===== src/rtl/tm_run_controller.sv =====
// tm_run_controller: button-driven tape loader and run sequencer for the TuringMachine core.
// Define TM_CTRL_SINGLE_STEP_EN to step the core once per Next press and allow Done to abort a run.
module tm_run_controller #(
  parameter int DATA_W = 4,
  parameter int TAPE_LEN = 64,
  parameter int MAX_STEPS = 1024,
  localparam int ADDR_W = $clog2(TAPE_LEN),
  localparam int STEP_W = $clog2(MAX_STEPS + 1)
) (
  input  logic              clock,
  input  logic              reset,
  input  logic [DATA_W-1:0] data_in,
  input  logic              next_in,
  input  logic              done_in,
  output logic              tape_we,
  output logic [ADDR_W-1:0] tape_addr,
  output logic [DATA_W-1:0] tape_wdata,
  output logic              tm_clear,
  output logic              tm_step,
  input  logic              tm_halted,
  output logic [ADDR_W:0]   load_count,
  output logic              overflow,
  output logic              compute_done,
  output logic              timeout
);
  typedef enum logic [2:0] {S_LOAD, S_CLEAR, S_RUN, S_DONE, S_TIMEOUT} state_t;
  localparam logic [ADDR_W:0] FULL = (ADDR_W + 1)'(TAPE_LEN);
  localparam logic [STEP_W-1:0] LAST = STEP_W'(MAX_STEPS - 1);
  state_t state_q;
  logic [DATA_W+1:0] sync1_q, sync2_q;
  logic next_prev_q, done_prev_q;
  logic tape_we_q, tm_clear_q, overflow_q, compute_done_q, timeout_q;
  logic [ADDR_W-1:0] tape_addr_q;
  logic [DATA_W-1:0] tape_wdata_q;
  logic [ADDR_W:0] load_count_q;
  logic [STEP_W-1:0] step_q;
  logic next_p, done_p;
  assign next_p = sync2_q[DATA_W] & ~next_prev_q;
  assign done_p = sync2_q[DATA_W+1] & ~done_prev_q;
`ifdef TM_CTRL_SINGLE_STEP_EN
  assign tm_step = (state_q == S_RUN) && next_p && !tm_halted;
`else
  assign tm_step = (state_q == S_RUN) && !tm_halted;
`endif
  assign tape_we = tape_we_q;
  assign tape_addr = tape_addr_q;
  assign tape_wdata = tape_wdata_q;
  assign tm_clear = tm_clear_q;
  assign load_count = load_count_q;
  assign overflow = overflow_q;
  assign compute_done = compute_done_q;
  assign timeout = timeout_q;
  always_ff @(posedge clock or negedge reset) begin
    if (!reset) begin
      state_q <= S_LOAD;
      sync1_q <= '0;
      sync2_q <= '0;
      next_prev_q <= 1'b0;
      done_prev_q <= 1'b0;
      tape_we_q <= 1'b0;
      tape_addr_q <= '0;
      tape_wdata_q <= '0;
      tm_clear_q <= 1'b0;
      load_count_q <= '0;
      overflow_q <= 1'b0;
      compute_done_q <= 1'b0;
      timeout_q <= 1'b0;
      step_q <= '0;
    end else begin
      sync1_q <= {done_in, next_in, data_in};
      sync2_q <= sync1_q;
      next_prev_q <= sync2_q[DATA_W];
      done_prev_q <= sync2_q[DATA_W+1];
      tape_we_q <= 1'b0;
      tm_clear_q <= 1'b0;
      case (state_q)
        S_LOAD: begin
          if (next_p && load_count_q < FULL) begin
            tape_we_q <= 1'b1;
            tape_addr_q <= load_count_q[ADDR_W-1:0];
            tape_wdata_q <= sync2_q[DATA_W-1:0];
            load_count_q <= load_count_q + 1'b1;
          end else if (next_p) begin
            overflow_q <= 1'b1;
          end
          if (done_p) state_q <= S_CLEAR;
        end
        // First CLEAR cycle raises tm_clear, second hands over to RUN.
        S_CLEAR: begin
          tm_clear_q <= !tm_clear_q;
          step_q <= '0;
          if (tm_clear_q) state_q <= S_RUN;
        end
        S_RUN: begin
          if (tm_halted) begin
            state_q <= S_DONE;
            compute_done_q <= 1'b1;
          end
`ifdef TM_CTRL_SINGLE_STEP_EN
          else if (done_p) begin
            state_q <= S_LOAD;
            load_count_q <= '0;
            overflow_q <= 1'b0;
          end
`endif
          else if (tm_step) begin
            step_q <= step_q + 1'b1;
            if (step_q == LAST) begin
              state_q <= S_TIMEOUT;
              timeout_q <= 1'b1;
            end
          end
        end
        S_DONE, S_TIMEOUT: begin
          if (done_p) begin
            state_q <= S_LOAD;
            load_count_q <= '0;
            overflow_q <= 1'b0;
            compute_done_q <= 1'b0;
            timeout_q <= 1'b0;
          end
        end
        default: state_q <= S_LOAD;
      endcase
    end
  end
endmodule


===== config.mk =====
export PLATFORM = sky130hd
export DESIGN_NAME = tm_run_controller
export DESIGN_NICKNAME = d
export VERILOG_FILES = /design/src/rtl/tm_run_controller.sv
export SDC_FILE = /design/constraint.sdc
export NUM_CORES = 1
export LEC_CHECK = 0
export CORE_MARGIN = 2
export CORE_UTILIZATION = 30
export CTS_CLUSTER_DIAMETER = 60
export DETAILED_ROUTE_END_ITERATION = 10
export GPL_TIMING_DRIVEN = 0
export PLACE_DENSITY_LB_ADDON = 0.05
export REMOVE_ABC_BUFFERS = 1
export SYNTH_ARGS = -nofsm -noshare
export SYNTH_HDL_FRONTEND = slang
export SYNTH_SLANG_ARGS = --single-unit

===== constraint.sdc =====
create_clock -name clock -period 2 [get_ports clock]
set_clock_uncertainty 0.1 [all_clocks]
set_input_delay 0.5 -clock clock [delete_from_list [all_inputs] [get_ports clock]]
set_output_delay 0.5 -clock clock [all_outputs]
set_load 0.01 [all_outputs]

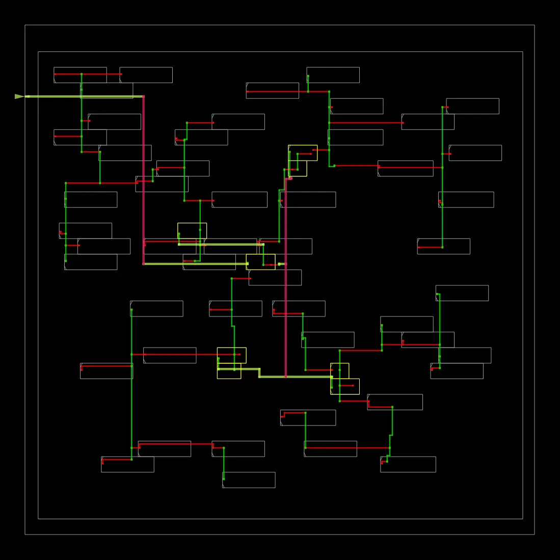
Figure 1: run 1, the clock network.
CTS Buf Count: 5
Worst-Skew Late Latency: 0.31 ns
clock distribution power: 639 uW
CLK BUF: 5
number of sequential cells in the layout: 50

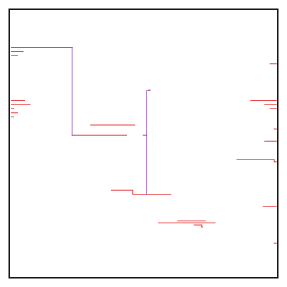
Figure 2: run 1, routed metal, one color a layer.
Scale: 3 px per micron. Two of the layers only.
purple -> M4  # wire length 64.8 microns
red -> M3  # wire length 167 microns
vias after detailed routing: 1588
wire length per cell: 13.5 microns
overall global routing resource usage: 12.1%

==> run summary, run 1 <==
Reports from this run.

- The chip width reads 89.0 microns.
- In the placement report, post-DP HPWL is listed as 2850 microns.
- The dominant register cell reads sky130_fd_sc_hd__dfrtp_1.
- The total area of sequential cells reads 1260 sq um.
- The largest incremental delay on the critical path is 0.57 ns.
- The flow measured a signed area growth from synthesis to layout of 29.8%.
- The deepest clock path buffer count reads 2.
- The required time at the worst endpoint is listed as 1.40 ns.
- The post-place instance area reads 2560 sq um.
- The beginning of the worst hold path reads sync1_q[2]$_DFF_PN0_.
- The gate count of the mapped netlist is 185.
- The number of synthesized flops with an enable pin reads 0.
- The synthesis report lists the most area-consuming cells as sky130_fd_sc_hd__dfrtp_1, sky130_fd_sc_hd__mux2_2, sky130_fd_sc_hd__a21oi_1, sky130_fd_sc_hd__mux2i_1, sky130_fd_sc_hd__o21ai_0.
- The net count of the finished layout reads 237.
- The via count of the first global-routing pass is 1504.
- The final weighted congestion recorded by global placement is 0.780.
- The maximum fanout encountered on the critical timing path is 6.
- For reference, the most critical setup path is categorized as in2out.
- The distinct cell type count of the synthesized netlist reads 39.
- The total of max-cap violations reads 0.
- The top cell type's share of synthesized area reads 57.7%.
- The total wirelength of the detailed-routed design reads 4350 microns.
- The slowest cell on the critical path reads sky130_fd_sc_hd__or4b_4.
- The number of filler instances in the final layout is 693.
- The detail route stage leaves a number of antenna-violating nets equal to 0.
- The clock sink total is 50.
- The number of rows created at floorplan reads 30.
- The critical path starts at tm_halted.
- The I/O pin count reads 32.
- The combined area of the multi-input logic cells is 891 sq um.
- The biggest area contributor in the post-synthesis netlist is sky130_fd_sc_hd__dfrtp_1.
- The routed layout reports a DRC error count of 0.
- The number of antenna cells inserted is 0.
- The register share after synthesis reads 57.7%.
- Per the CTS log, the maximum H-tree level is 2.
- The class of the tightest hold or removal check is reg2reg.
- The cell total in the yosys stat output is 185.
- The data arrival time at the worst-slack endpoint reads 1.47 ns.
- OpenROAD emitted warnings numbering 27.
- The kind of end point of the critical path is an output port.
- The share of cell area taken by muxes after synthesis is 7.97%.
- The die boundary height reads 89.0 microns.
- Setup repair after global routing could not meet its margin everywhere.
- The number of endpoints with negative hold slack in the final report is 0.
- The maximum vdd drop reads 347 uV.
- The overall die area is 7920 sq um.
- The XOR/XNOR share of the synthesized area is 0%.
- Per the GRT congestion report, total overflow comes to 0.
- The via-per-instance ratio reads 4.92.
- The and-or/or-and share of the synthesized area reads 9.58%.
- The CTS tree is done.
- The finished layout cell area reads 2810 sq um.
- The most common logic cell in the routed design reads sky130_fd_sc_hd__dfrtp_1.
- The synthesis report lists the Yosys warning total as 0.
- The number of antenna violations at the first check in global routing was 0.
- The startpoint class of the critical path is a primary input.
- The cell area after synthesis is 2170 sq um.
- The iteration tally of the first detailed-router pass is 4.
- The dominant kind of combinational cell is simple AND/OR/NAND/NOR gates.
- The number of port buffers reads 31.
- The maximum number of pins on one net before global-route repair is 41.
- In this run the mean area of a mapped cell was 11.7 sq um.
- The synthesis-stage register bit count reads 50.
- The launch point of the worst reg-to-reg path is state_q[1]$_DFFE_PN0P_.
- For reference, the clock transition at the flip-flops on the worst setup and hold paths is 0.10 ns.
- The flow reported a cell area power density of 1010 nW/um^2.
- The clock tree root driver cell is sky130_fd_sc_hd__clkbuf_8.
- The area fraction in full adders, half adders and majority gates is 1.15%.
- The floorplan step records an initial core utilization of 31.4%.
- The first global-routing pass estimated 7370 microns of wire.
- For reference, the final report shows the max-slew violation count at 0.
- Ranking logic cells in the layout by count gives the top entries sky130_fd_sc_hd__dfrtp_1, sky130_fd_sc_hd__clkdlybuf4s50_1, sky130_fd_sc_hd__nand2_1.
- The leakage power in the latest report is 0.00115 uW.
- The core outline area reads 6910 sq um.
- The checks that failed: setup timing.
- The yosys-reported design area after synthesis is 2170 sq um.
- The run finished, with violations left.
- The slew at the pin with the worst max-slew slack reads 0.384 ns.
- For this run, the final setup violation count is recorded as 1.
- The final setup slack of the worst path is -0.0694 ns.
- The number of design-rule violations left by the first detailed-router iteration reads 113.
- The post-layout minimum cycle time is 2.07 ns.
- The final setup TNS is -0.0694 ns.
- Before CTS, the worst setup slack after placement is -0.890 ns.
- The share of the clock period used by the worst path after layout is 103%.
- The layout summary lists the proportion of cells stronger than drive strength 1 as 27.3%.
- The cell count after placement is 305.
- Traced cell by cell, the critical path runs through clkdlybuf4s15_2 > or4b_4 > inv_2 > buf_6.
- Per the synthesis report, the simple-gate share of the synthesized area is 19.6%.
- The relative slew slack reads 74.2%.
- Yosys reported that registers with async set or reset make up 100%.
- Per the timing report, the achievable frequency comes out to 0.483 GHz.
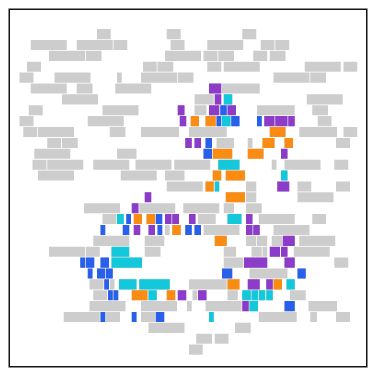
Figure 3: run 1, gate families picked out.
Scale: 4 px per micron.
blue -> nand cells  # cells 28, most used nand2_1
orange -> and/or cells  # cells 19, most used or3_1
purple -> aoi and oai cells  # cells 33, most used o21ai_0
cyan -> nor cells  # cells 19, most used nor3_1
multi-input combinational area share: 31.7%
final instance count without filler cells: 323

[run 1: critical path, delay by kind of cell]
kind | cells | cell delay, ns
AND/OR/NAND/NOR | 1 | 0.57
buffers and inverters | 3 | 0.39
[run 1: where the power goes]
part / switching (uW) / internal [uW] / total (uW) / leakage (uW)
clock: 377 / 262 / 639 / 0.0000506
combinational: 433 / 472 / 905 / 0.000465
sequential: 133 / 1160 / 1290 / 0.000637
[run 1: routing by layer]
layer / routed length (microns) / vias to the layer above / track usage [%]
met4: 64 / 0 / 4.48
met5: 0 / - / 0
li1: - / 754 / -
met1: 2080 / 799 / 16.7
met2: 2040 / 30 / 18.3
met3: 167 / 5 / 3.14
[run 1: final timing paths]
kind / to / cells past startpoint / slack (ns)
min in group asynchronous: state_q[0]$_DFFE_PN0P_ / 2 / 0.49
max: tm_step / 4 / -0.07
max reg2reg: load_count[6]$_DFFE_PN0P_ / 4 / 0.01
max in group asynchronous: load_count[0]$_DFFE_PN0P_ / 3 / 0.79
min reg2reg: sync2_q[2]$_DFF_PN0_ / 0 / 0.26
min: sync2_q[2]$_DFF_PN0_ / 0 / 0.26
[run 1: cells by family (layout without fill, tap and decap cells)]
kind of cell               count (synthesis)  in the layout
and+or+nand+nor                           66             66
DFF                                       50             50
AOI/OAI and AO/OA                         35             35
muxes                                     16             16
buffers and inverters                     16             58
adders and majority gates                  2              2
[run 1: layout make-up]
| type | instances | area share, % |
|---|---|---|
| Inverter | 8 | 1.07 |
| Clock inverter | 3 | 1.02 |
| Tap cell | 96 | 4.27 |
| Sequential cell | 50 | 44.8 |
| Multi-Input combinational cell | 119 | 31.7 |
| Clock buffer | 5 | 2.45 |
| Timing Repair Buffer | 42 | 14.7 |
[run 1: synth_stat cells (all sizes together), types with 3 or more instances]
library cell and number:
or2 3, buf 5, or4 3, nand2 13, a21oi 12, or3 6, mux2i 6, inv 8
nor3 5, o31ai 4, mux2 10, dfrtp 50, o21ai 11, nor4 7, nand2b 4, or4b 3
or3b 3, clkbuf 3, nor2b 3, nand3 7
[run 1: state kept, by name, indices dropped and copies added (netlist names)]
| name | count |
|---|---|
| tape_wdata | 4 |
| sync1_q | 6 |
| compute_done | 1 |
| tape_addr | 6 |
| done_prev_q | 1 |
| step_q | 11 |
| overflow | 1 |
| state_q | 3 |
| tape_we | 1 |
| tm_clear | 1 |
| load_count | 7 |
| timeout | 1 |
| next_prev_q | 1 |
| sync2_q | 6 |
[run 1: metrics by stage]
step	power [uW]	hold WS, ns	utilization [%]
detailed placement	2070	0.237	37.0
floorplan	1710	0.104	-
finish	2840	0.258	40.7
global route	3030	0.270	40.7
CTS	2770	0.262	39.4
global placement	2060	0.234	36.8
[run 1: timing repair]
action,4_1_cts,5_1_grt
endpoints found under the hold margin,10,0
gates resized,17,14
hold buffers,1,0
setup buffers,4,5
endpoints found under the setup margin,30,13
pin swaps,1,5
==> run 1 -> run 2 <==
--- a/config.mk
+++ b/config.mk
@@ -15,3 +15,4 @@
 export SYNTH_ARGS = -nofsm -noshare
 export SYNTH_HDL_FRONTEND = slang
 export SYNTH_SLANG_ARGS = --single-unit
+export TNS_END_PERCENT = 50
==> run 2 against run 1 <==
  * The run still ends with setup timing left
  * Maximum frequency unchanged
  * Count of clock-buffer cells in the layout did not move
  * Non-clock buffer count stayed put
  * Total power unchanged
  * Worst hold slack stayed put
  * Core utilization did not move
  * Register-to-register slack hardly changed
  * Global-route usage unchanged
  * Setup slack unchanged
  * Area after synthesis stayed put
  * Via count stayed put
  * Combinational power barely moved
  * Critical endpoint unchanged
  * Highest routed layer unchanged
==> run summary, run 2 <==
Reports from this run.

- The run finished, with violations left.
- The checks that failed: setup timing.
- The I/O pin count came to 32 (unchanged).
- The slew at the pin with the worst max-slew slack came to 0.384 ns (unchanged).
- The required time at the worst-slack endpoint is 1.40 ns (about the same).
- The placed wire-length estimate after detailed placement is 2850 microns (unchanged).
- The register share after synthesis is 57.7% (unchanged).
- The count of endpoints failing setup in the final report reads 1 (unchanged).
- Ranked by total cell area, the synthesized netlist is headed by sky130_fd_sc_hd__dfrtp_1, sky130_fd_sc_hd__mux2_2, sky130_fd_sc_hd__a21oi_1, sky130_fd_sc_hd__mux2i_1, sky130_fd_sc_hd__o21ai_0.
- The net count of the finished layout is 237 (unchanged).
- The kind of critical path reads in2out.
- The gate count of the mapped netlist is 185 (unchanged).
- The slowest cell on the critical path is sky130_fd_sc_hd__or4b_4.
- The CTS tree is done.
- The family of cells with the greatest summed delay on the critical path reads simple AND/OR/NAND/NOR gates.
- The cell total in the yosys stat output was 185 (unchanged).
- The detail-routed net length per standard cell is 13.5 microns (unchanged).
- The top cell type's share of synthesized area reads 57.7% (unchanged).
- The maximum number of pins on one net before global-route repair is 41 (unchanged).
- The library cells used most frequently in the layout, excluding fill and tap cells, are sky130_fd_sc_hd__dfrtp_1, sky130_fd_sc_hd__clkdlybuf4s50_1, sky130_fd_sc_hd__nand2_1.
- The worst setup slack after placement is -0.890 ns (unchanged).
- The clock tree root driver cell is sky130_fd_sc_hd__clkbuf_8.
- The report lists the cells along the critical path as clkdlybuf4s15_2 > or4b_4 > inv_2 > buf_6.
- The clock latency reported for the late side of the worst-skew pair was 0.31 ns (about the same).
- The first-pass GRT wire length was 7370 microns (unchanged).
- The weighted congestion reported at the end of routability-driven placement reads 0.780 (unchanged).
- The share of the clock period used by the worst path after layout is 103% (unchanged).
- The final setup slack of the worst path reads -0.0694 ns (unchanged).
- Setup repair after global routing could not meet its margin everywhere.
- The class of the tightest hold or removal check is reg2reg.
- The count of nets left with antenna violations after detail routing reads 0 (unchanged).
- The yosys-reported design area after synthesis is 2170 sq um (unchanged).
- The combined buffer and inverter count along the critical path was 3 (unchanged).
- After synthesis, the most frequently instantiated cells are sky130_fd_sc_hd__dfrtp_1, sky130_fd_sc_hd__nand2_1, sky130_fd_sc_hd__a21oi_1, sky130_fd_sc_hd__o21ai_0, sky130_fd_sc_hd__mux2_2.
- The data arrival time at the worst-slack endpoint came to 1.47 ns (about the same).
- The number of port buffers was 31 (unchanged).
- The largest incremental delay on the critical path reads 0.57 ns (about the same).
- Looking at area per cell type in the netlist, the leader is sky130_fd_sc_hd__dfrtp_1.
- The core outline area is 6910 sq um (unchanged).
- The finished layout cell area came to 2810 sq um (unchanged).
- The mean post-synth cell area is 11.7 sq um (unchanged).
- The flip-flop count of the largest register, all copies and words added was 11 (unchanged).
- The maximum fanout encountered on the critical timing path reads 6 (unchanged).
- The worst setup path is launched from a primary input.
- The total of max-cap violations reads 0 (unchanged).
- The via count of the first global-routing pass reads 1504 (unchanged).
- The worst hold slack after final layout came to 0.258 ns (unchanged).
- The number of antenna cells inserted was 0 (unchanged).
- The initial core utilization was 31.4% (unchanged).
- The post-place instance area reads 2560 sq um (unchanged).
- The tally of yosys warning messages is 0 (unchanged).
- The sum of overflow across all layers after global routing is 0 (unchanged).
- The timing-limited maximum frequency reads 0.483 GHz (unchanged).
- The number of antenna violations at the first check in global routing is 0 (unchanged).
- The library cell used most frequently in the layout, excluding fill and tap cells, is sky130_fd_sc_hd__dfrtp_1.
- The chip width is 89.0 microns (unchanged).
- The most numerous cell in the Yosys netlist is sky130_fd_sc_hd__dfrtp_1.
- The number of synthesized flops with an enable pin was 0 (unchanged).
- The number of design-rule violations left by the first detailed-router iteration came to 113 (unchanged).
- The remaining design rule violation count is 0 (unchanged).
- The final tally of max-slew violations reads 0 (unchanged).
- The kind of end point of the critical path is an output port.
- The maximum vdd drop is 347 uV (unchanged).
- The aggregate global-route resource usage is 12.1% (unchanged).
- The synthesis-to-layout area growth reads 29.8% (unchanged).
- The via-per-instance ratio was 4.92 (unchanged).
- The share of flip-flops with an asynchronous set or reset after synthesis is 100% (unchanged).
- The clock-pin transition on the worst setup and hold timing paths reads 0.10 ns (about the same).
- Post-synth the commonest register cell is sky130_fd_sc_hd__dfrtp_1.
- The static leakage reads 0.00115 uW (unchanged).
- The synthesis-stage register bit count reads 50 (unchanged).
[run 2: cell type report]
cell class	instances	area [sq um]
inverter	8	30.0
clock buffer	5	68.8
tap	96	120
clock inverter	3	28.8
fill	693	4090
sequential	50	1260
multi-input combinational	119	891
timing repair buffer	42	413
[run 2: kinds of logic (layout without fill, tap and decap cells)]
group | count (synthesis) | count (layout) | share of synthesized area [%]
AND/OR/NAND/NOR | 66 | 66 | 19.6
flip-flops | 50 | 50 | 57.7
AND-OR/OR-AND | 35 | 35 | 9.58
multiplexers | 16 | 16 | 7.97
buffers and inverters | 16 | 58 | 3.93
adder cells (fa/ha/maj) | 2 | 2 | 1.15
[run 2: per-stage QoR]
stage | util, % | instances | TNS, ns | power [uW]
floorplan | - | 177 | 0 | 1710
global placement | 36.8 | 304 | -63.55 | 2060
detailed placement | 37.0 | 305 | -9.80 | 2070
CTS | 39.4 | 318 | -0.174 | 2770
global route | 40.7 | 323 | -0.157 | 3030
finish | 40.7 | 323 | -0.0694 | 2840
[run 2: worst paths after layout]
check                                       start                         to  slack (ns)  cells past startpoint
setup / recovery                        tm_halted                    tm_step       -0.07                      4
setup reg to reg           state_q[1]$_DFFE_PN0P_  load_count[6]$_DFFE_PN0P_        0.01                      4
min in group asynchronous                   reset     state_q[0]$_DFFE_PN0P_        0.49                      2
hold / removal               sync1_q[2]$_DFF_PN0_       sync2_q[2]$_DFF_PN0_        0.26                      0
hold reg to reg              sync1_q[2]$_DFF_PN0_       sync2_q[2]$_DFF_PN0_        0.26                      0
max in group asynchronous                   reset  load_count[0]$_DFFE_PN0P_        0.79                      3
[run 2: what timing repair did]
item / in CTS / in global routing
hold buffers: 1 / 0
setup buffers: 4 / 5
hold endpoints to repair: 10 / 0
setup endpoints to repair: 30 / 13
pin swaps: 1 / 5
resized: 17 / 14
[run 2: metal layers]
| layer | routed length [microns] | vias up | part of all wire (%) | track usage [%] |
|---|---|---|---|---|
| met1 | 2080 | 799 | 48 | 16.7 |
| met5 | 0 | - | 0 | 0 |
| met3 | 167 | 5 | 3.8 | 3.14 |
| li1 | - | 754 | - | - |
| met2 | 2040 | 30 | 47 | 18.3 |
| met4 | 64 | 0 | 1.5 | 4.48 |
[run 2: worst register-to-register path: cells and delay by family, from the launching register on]
kind,cells,cell delay (ns)
flip-flops,1,0.46
AND-OR/OR-AND,1,0.13
buffers and inverters,1,0.13
AND/OR/NAND/NOR,2,1.10
[run 2: where the power goes]
part	internal [uW]	leakage (uW)	switching, uW
sequential	1160	0.000637	133
clock	262	0.0000506	377
combinational	472	0.000465	433
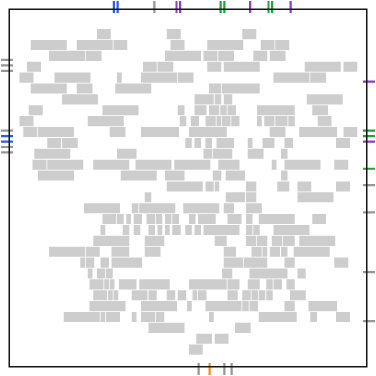
Figure 4: run 2, pin placement.
Scale: 4 px per micron. Pins as bars across the die edge, other pins in gray.
green -> load_count  # pins 7, direction output, edge 4 north, 3 east
blue -> tape_wdata  # pins 4, direction output, edge 2 north, 2 west
purple -> tape_addr  # pins 6, direction output, edge 4 north, 2 east
orange -> tm_step  # pins 1, direction output, edge south
all pins by edge = 11 north, 9 east, 8 west, 4 south

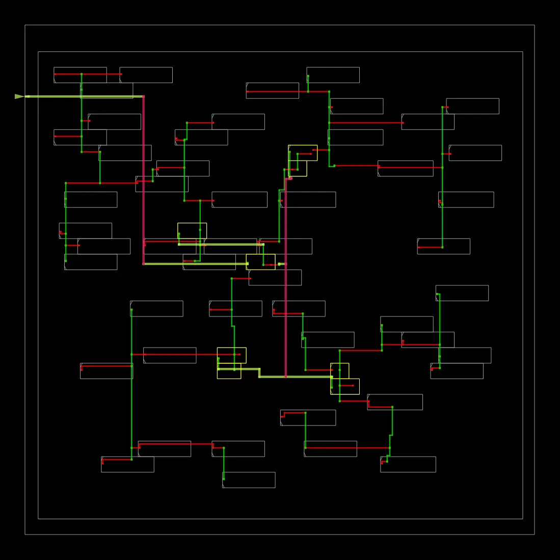
Figure 5: run 2, the clock network.
CTS sink cnt: 50

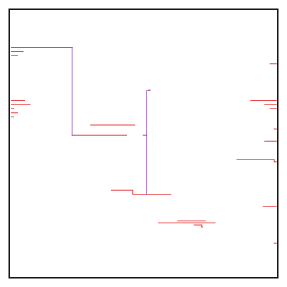
Figure 6: run 2, routed metal, one color a layer.
Scale: 3 px per micron. Two of the layers only.
total routed wirelength: 4350 microns

Power and IR drop assume default switching activity.
